File: src/rtl/flag_scheduler_if.sv
// Control/status bundle between the flag scheduler and its environment.
// The master side drives frame timing and buttons; the slave side reports the selection.
interface flag_scheduler_if #(
    parameter int SEL_W = 4
);
    logic             frame_start;
    logic             auto_en;
    logic             btn_next;
    logic             btn_prev;
    logic             btn_pause;
    logic [SEL_W-1:0] flag_sel;
    logic [SEL_W-1:0] target;
    logic             paused;
    logic             change_pending;

    modport master (
        output frame_start, auto_en, btn_next, btn_prev, btn_pause,
        input  flag_sel, target, paused, change_pending
    );

    modport slave (
        input  frame_start, auto_en, btn_next, btn_prev, btn_pause,
        output flag_sel, target, paused, change_pending
    );
endinterface

File: src/rtl/flag_scheduler.sv
// Chooses which flag the pixel path shows: debounced next/prev/pause buttons plus
// frame-counted auto-advance, with the selection committed only on frame_start.
module flag_scheduler #(
    parameter int NUM_FLAGS    = 16,
    parameter int SEL_W        = 4,
    parameter int DWELL_FRAMES = 180,
    parameter int DB_CYCLES    = 65536
) (
    input  logic clk,
    input  logic rst_n,
    flag_scheduler_if.slave bus
);
    localparam int DB_W = (DB_CYCLES > 1) ? $clog2(DB_CYCLES) : 1;
    localparam int DW_W = (DWELL_FRAMES > 1) ? $clog2(DWELL_FRAMES) : 1;
    localparam logic [DB_W-1:0]  DB_LAST  = DB_W'(DB_CYCLES - 1);
    localparam logic [DW_W-1:0]  DW_LAST  = DW_W'(DWELL_FRAMES - 1);
    localparam logic [SEL_W-1:0] SEL_LAST = SEL_W'(NUM_FLAGS - 1);

    typedef enum logic {RUN, PAUSED} mode_t;

    function automatic logic [SEL_W-1:0] incWrap(input logic [SEL_W-1:0] v);
        return (v == SEL_LAST) ? '0 : v + SEL_W'(1);
    endfunction

    function automatic logic [SEL_W-1:0] decWrap(input logic [SEL_W-1:0] v);
        return (v == '0) ? SEL_LAST : v - SEL_W'(1);
    endfunction

    // Button bit order throughout: [0]=next, [1]=prev, [2]=pause.
    logic [2:0]      w_btnRaw;
    logic [2:0]      r_sync1;
    logic [2:0]      r_sync2;
    logic [DB_W-1:0] r_dbCnt [3];
    logic [2:0]      r_fired;
    logic [2:0]      w_event;

    mode_t           r_state;
    mode_t           w_stateNext;

    logic [SEL_W-1:0] r_flagSel;
    logic [SEL_W-1:0] r_target;
    logic [DW_W-1:0]  r_dwell;
    logic             r_changePending;

    logic             w_runAuto;
    logic             w_manual;
    logic             w_autoAdv;
    logic [SEL_W-1:0] w_manualTarget;
    logic [SEL_W-1:0] w_targetNext;
    logic [SEL_W-1:0] w_flagSelNext;
    logic [DW_W-1:0]  w_dwellNext;

    assign w_btnRaw = {bus.btn_pause, bus.btn_prev, bus.btn_next};

    // r_fired latches after the event so a held button yields exactly one press.
    always_ff @(posedge clk) begin
        if (!rst_n) begin
            r_sync1 <= '0;
            r_sync2 <= '0;
            r_fired <= '0;
            for (int i = 0; i < 3; i++) begin
                r_dbCnt[i] <= '0;
            end
        end else begin
            r_sync1 <= w_btnRaw;
            r_sync2 <= r_sync1;
            for (int i = 0; i < 3; i++) begin
                if (!r_sync2[i]) begin
                    r_dbCnt[i] <= '0;
                    r_fired[i] <= 1'b0;
                end else if (r_dbCnt[i] == DB_LAST) begin
                    r_fired[i] <= 1'b1;
                end else begin
                    r_dbCnt[i] <= r_dbCnt[i] + DB_W'(1);
                end
            end
        end
    end

    always_comb begin
        w_event = '0;
        for (int i = 0; i < 3; i++) begin
            w_event[i] = r_sync2[i] && (r_dbCnt[i] == DB_LAST) && !r_fired[i];
        end
    end

    always_ff @(posedge clk) begin
        if (!rst_n) begin
            r_state <= RUN;
        end else begin
            r_state <= w_stateNext;
        end
    end

    always_comb begin
        w_stateNext = r_state;
        if (w_event[2]) begin
            w_stateNext = (r_state == RUN) ? PAUSED : RUN;
        end
    end

    always_comb begin
        bus.paused = (r_state == PAUSED);
    end

    // Manual step applies first; the auto-advance then adds +1 unless a next press
    // landed on the same frame_start, which restarts the dwell instead.
    always_comb begin
        w_runAuto = (r_state == RUN) && bus.auto_en;
        w_manual  = w_event[0] || w_event[1];

        w_manualTarget = r_target;
        if (w_event[0] && !w_event[1]) begin
            w_manualTarget = incWrap(r_target);
        end else if (w_event[1] && !w_event[0]) begin
            w_manualTarget = decWrap(r_target);
        end

        w_autoAdv = bus.frame_start && w_runAuto && (r_dwell == DW_LAST) && !w_event[0];

        w_dwellNext = r_dwell;
        if (w_manual) begin
            w_dwellNext = '0;
        end else if (bus.frame_start && w_runAuto) begin
            w_dwellNext = (r_dwell == DW_LAST) ? '0 : r_dwell + DW_W'(1);
        end

        w_targetNext  = w_manualTarget;
        w_flagSelNext = r_flagSel;
        if (bus.frame_start) begin
            w_targetNext  = w_autoAdv ? incWrap(w_manualTarget) : w_manualTarget;
            w_flagSelNext = w_targetNext;
        end
    end

    always_ff @(posedge clk) begin
        if (!rst_n) begin
            r_flagSel       <= '0;
            r_target        <= '0;
            r_dwell         <= '0;
            r_changePending <= 1'b0;
        end else begin
            r_flagSel       <= w_flagSelNext;
            r_target        <= w_targetNext;
            r_dwell         <= w_dwellNext;
            r_changePending <= (w_targetNext != w_flagSelNext);
        end
    end

    assign bus.flag_sel       = r_flagSel;
    assign bus.target         = r_target;
    assign bus.change_pending = r_changePending;
endmodule

File: src/flat_wrapper.sv
// flat-port wrapper written by rule: the top's interface ports become plain ports
module flag_scheduler_flat 
#(
    parameter int NUM_FLAGS    = 16,
    parameter int SEL_W        = 4,
    parameter int DWELL_FRAMES = 180,
    parameter int DB_CYCLES    = 65536
)
  (clk, rst_n, bus_frame_start, bus_auto_en, bus_btn_next, bus_btn_prev, bus_btn_pause, bus_flag_sel, bus_target, bus_paused, bus_change_pending);
  flag_scheduler_if #(.SEL_W(SEL_W)) bus_i ();
  input  logic clk;
  input  logic rst_n;
  input wire logic [$bits(bus_i.frame_start)-1:0] bus_frame_start;
  input wire logic [$bits(bus_i.auto_en)-1:0] bus_auto_en;
  input wire logic [$bits(bus_i.btn_next)-1:0] bus_btn_next;
  input wire logic [$bits(bus_i.btn_prev)-1:0] bus_btn_prev;
  input wire logic [$bits(bus_i.btn_pause)-1:0] bus_btn_pause;
  output wire logic [$bits(bus_i.flag_sel)-1:0] bus_flag_sel;
  output wire logic [$bits(bus_i.target)-1:0] bus_target;
  output wire logic [$bits(bus_i.paused)-1:0] bus_paused;
  output wire logic [$bits(bus_i.change_pending)-1:0] bus_change_pending;
  assign bus_i.frame_start = bus_frame_start;
  assign bus_i.auto_en = bus_auto_en;
  assign bus_i.btn_next = bus_btn_next;
  assign bus_i.btn_prev = bus_btn_prev;
  assign bus_i.btn_pause = bus_btn_pause;
  assign bus_flag_sel = bus_i.flag_sel;
  assign bus_target = bus_i.target;
  assign bus_paused = bus_i.paused;
  assign bus_change_pending = bus_i.change_pending;
  flag_scheduler #(.NUM_FLAGS(NUM_FLAGS), .SEL_W(SEL_W), .DWELL_FRAMES(DWELL_FRAMES), .DB_CYCLES(DB_CYCLES)) u_core (.clk(clk), .rst_n(rst_n), .bus(bus_i));
endmodule
File: config.mk
export PLATFORM = sky130hd
export DESIGN_NAME = flag_scheduler_flat
export DESIGN_NICKNAME = d
export VERILOG_FILES = /design/src/rtl/flag_scheduler_if.sv /design/src/rtl/flag_scheduler.sv /design/src/flat_wrapper.sv
export SDC_FILE = /design/constraint.sdc
export NUM_CORES = 1
export LEC_CHECK = 0
export CAP_MARGIN = 20
export CORE_AREA = 2 2 80 102
export DETAILED_ROUTE_END_ITERATION = 12
export DIE_AREA = 0 0 82 104
export HOLD_SLACK_MARGIN = 0.08
export PLACE_DENSITY = 0.73
export SYNTH_ARGS = -nofsm -noshare
export SYNTH_HDL_FRONTEND = slang
export SYNTH_SLANG_ARGS = --single-unit
File: constraint.sdc
create_clock -name clk -period 4.4 [get_ports clk]
set_input_delay 0.88 -clock clk [delete_from_list [all_inputs] [get_ports clk]]
set_output_delay 0.88 -clock clk [all_outputs]
set_load 0.02 [all_outputs]
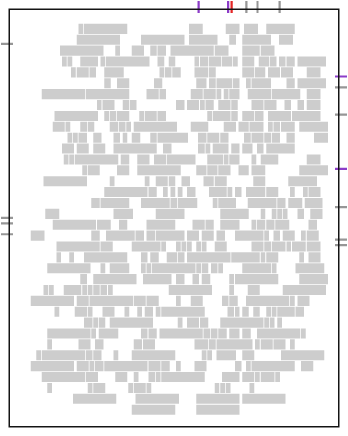
(run_1/pinout.png)
Drawn at 4 px/µm. Pins as bars across the die edge, other pins in grey.
bus_target: marked purple, pins 4, direction output, edge 2 east, 2 north. rst_n: marked red, pins 1, direction input, edge north.
Die W: 82 µm
number of port buffers: 16
die height: 104 µm

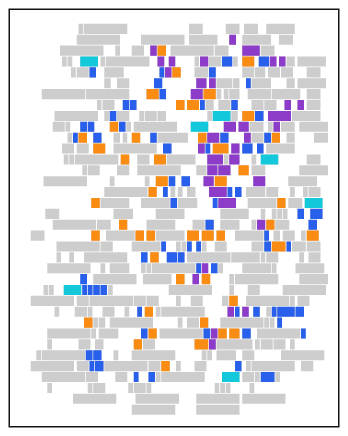
(run_1/gates.png)
Drawn at 4 px/µm.
and/or cells: marked orange, cells 46. nand cells: marked blue, cells 72. fa/ha/maj cells: marked cyan, cells 7. aoi and oai cells: marked purple, cells 37.
Non-Filler Instances: 521
most frequent logic cell in the layout: nor2_1
Comb/total area: 0.443

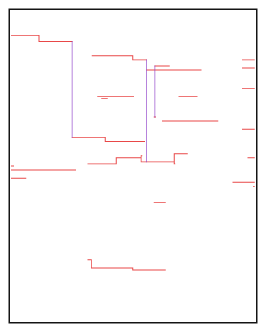
(run_1/layers.png)
Drawn at 3 px/µm. Only two layers are drawn.
M3: marked red, wire length 255 µm. M4: marked purple, wire length 83.0 µm.
wire per inst: 13.7 µm
WL final: 7.13 mm
routed vias: 2853

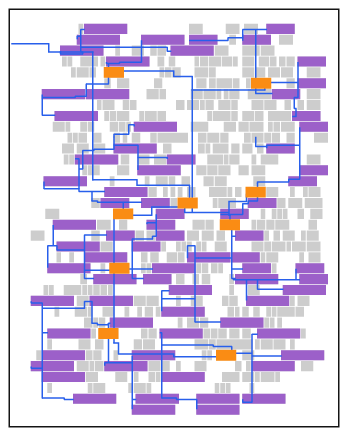
(run_1/clock_wires.png)
Drawn at 4 px/µm.
clock wires: marked blue, length 959 µm. clock-net drivers: marked orange, count 9. flip-flops: marked purple, count 75.
There are 10 routed clock nets. Position of the flops: all over the die.
Clk pwr share: 0.386
clock group power: 0.489 mW

==> Slide: Implementation Results, run 1 <==
Synthesis and Place & Route Summary

Final timing
  – Setup TNS: 0 ns
  – Worst relative slew slack: 0.477

Run
  – Maxcap violations: 0

Power and ir drop
  – Pint: approximately 1.0 mW
  – Total leakage power: between 1.5 and 2 nW
  – Maximum vdd drop: around 0.16 mV

Floorplan
  – Rows: 36
  – Core Util at FP: 0.537

Logic synthesis
  – Top logic family: simple AND/OR/NAND/NOR gates
  – Syn Nets: between 400 and 500
  – Post-synth seq share: 0.488

Clock tree
  – Post-CTS resize count: 0

Placement
  – Cell area after placement: roughly 0.0043 mm²
  – Place WS: roughly 1.2 ns

Global routing
  – Vias in the first global route: 2758
  – GR Overflow Total: 0

Layout
  – Fin area: approximately 0.0044 mm²
  – Flip-flops: roughly 75
  – Most numerous logic cells after layout: nor2_1 (74), edfxtp_1 (48), nand3_1 (30)
  – Layout cell share with drive strength beyond 1: 0.0869

Detailed routing
  – Drt drc: 0

Run status
  – Status: completed

Critical path
  – Crit-path leading delay family: simple AND/OR/NAND/NOR gates
  – CP Launch Type: flip-flop
==> run 2: changes to the inputs <==
==> constraint.sdc (replaced) <==
create_clock -name clk -period 3.22 [get_ports clk]
set_input_delay 0.644 -clock clk [delete_from_list [all_inputs] [get_ports clk]]
set_output_delay 0.644 -clock clk [all_outputs]
set_load 0.02 [all_outputs]
==> run 2 against run 1 <==
  * Clock-buffer cell count rose by 3
  * Critical path depth unchanged
  * Sequential power is 36% higher
  * Sequential cell count is the same
  * Highest routed layer unchanged
  * Clock skew fell by 0.0058 ns
  * Sequential share of layout area decreased by 1.0 points
  * Synthesized cell count stayed put
  * Register-to-register slack lost 0.97 ns
  * Critical path type unchanged
  * Maximum frequency is 6.9% higher
  * Non-clock buffer count up 11
==> Slide: Implementation Results, run 2 <==
Synthesis and Place & Route Summary

Detailed routing
  – DR pass1 iterations: 4
  – WL final: around 7.6 mm
  – Routed vias: between 2000 and 3000
  – Drt drc: 0

Layout
  – Reg with most FFs: u_core.r_dbCnt
  – Clock-cell share: 0.0421
  – Most numerous logic cells after layout: nor2_1 (74), edfxtp_1 (48), nand3_1 (30)
  – Layout cell share with drive strength beyond 1: 0.117
  – Fin area: 0.00455 mm²
  – Comb/total area: 0.436
  – Most frequent logic cell in the layout: nor2_1
  – Non-Filler Instances: 532

Floorplan
  – Die W: 82 µm
  – Core Util at FP: 0.537
  – Rows: 36
  – Core area: about 0.0076 mm²
  – Die height: approximately 100 µm

Logic synthesis
  – Top logic family: simple AND/OR/NAND/NOR gates
  – Syn Nets: around 420
  – Post-synth seq share: 0.488
  – Synth area leaders: edfxtp_1 (36%), dfxtp_1 (13%), nor2_1 (6.8%)
  – MUX share of area: 0.0102

Critical path
  – Crit-path leading delay family: simple AND/OR/NAND/NOR gates
  – CP Launch Type: flip-flop

Placement
  – Number of port buffers: 16
  – Cell area after placement: between 0.004 and 0.005 mm²

Global routing
  – First-pass GRT wire length: 13.3 mm
  – GR Overflow Total: 0

Power and ir drop
  – Sequential fraction of design power: 0.580
  – Maximum vdd drop: 0.218 mV
  – Net Sw Frac: 0.205
  – Pint: roughly 1.4 mW

Final timing
  – Hold Violations, Final: 0
  – Setup TNS: 0 ns

Run
  – Maxcap violations: 0

Run status
  – Status: completed

Clock tree
  – Post-CTS resize count: 0
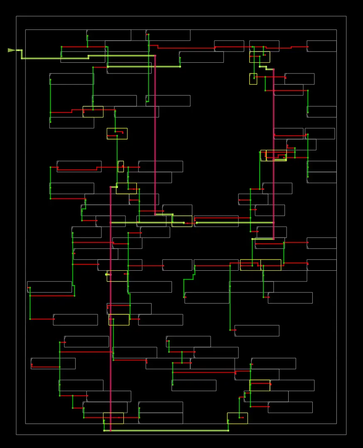
(run_2/clock_nets.png)
Num CTS Buffers: 9
clock skew: 0.00602 ns
clock group power: 0.696 mW
Num Clock Sinks: 75
CLK BUF: 15

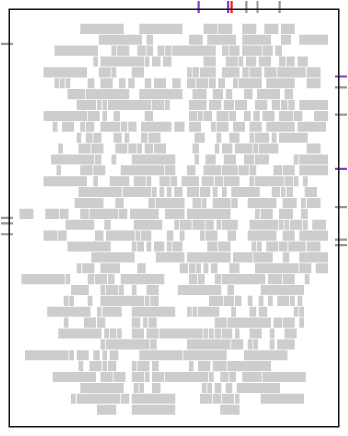
(run_2/pinout.png)
Drawn at 4 px/µm. Pins as bars across the die edge, other pins in grey.
bus_target: marked purple, pins 4, direction output, edge 2 east, 2 north. rst_n: marked red, pins 1, direction input, edge north.

Power is estimated from default activity; no workload was simulated.
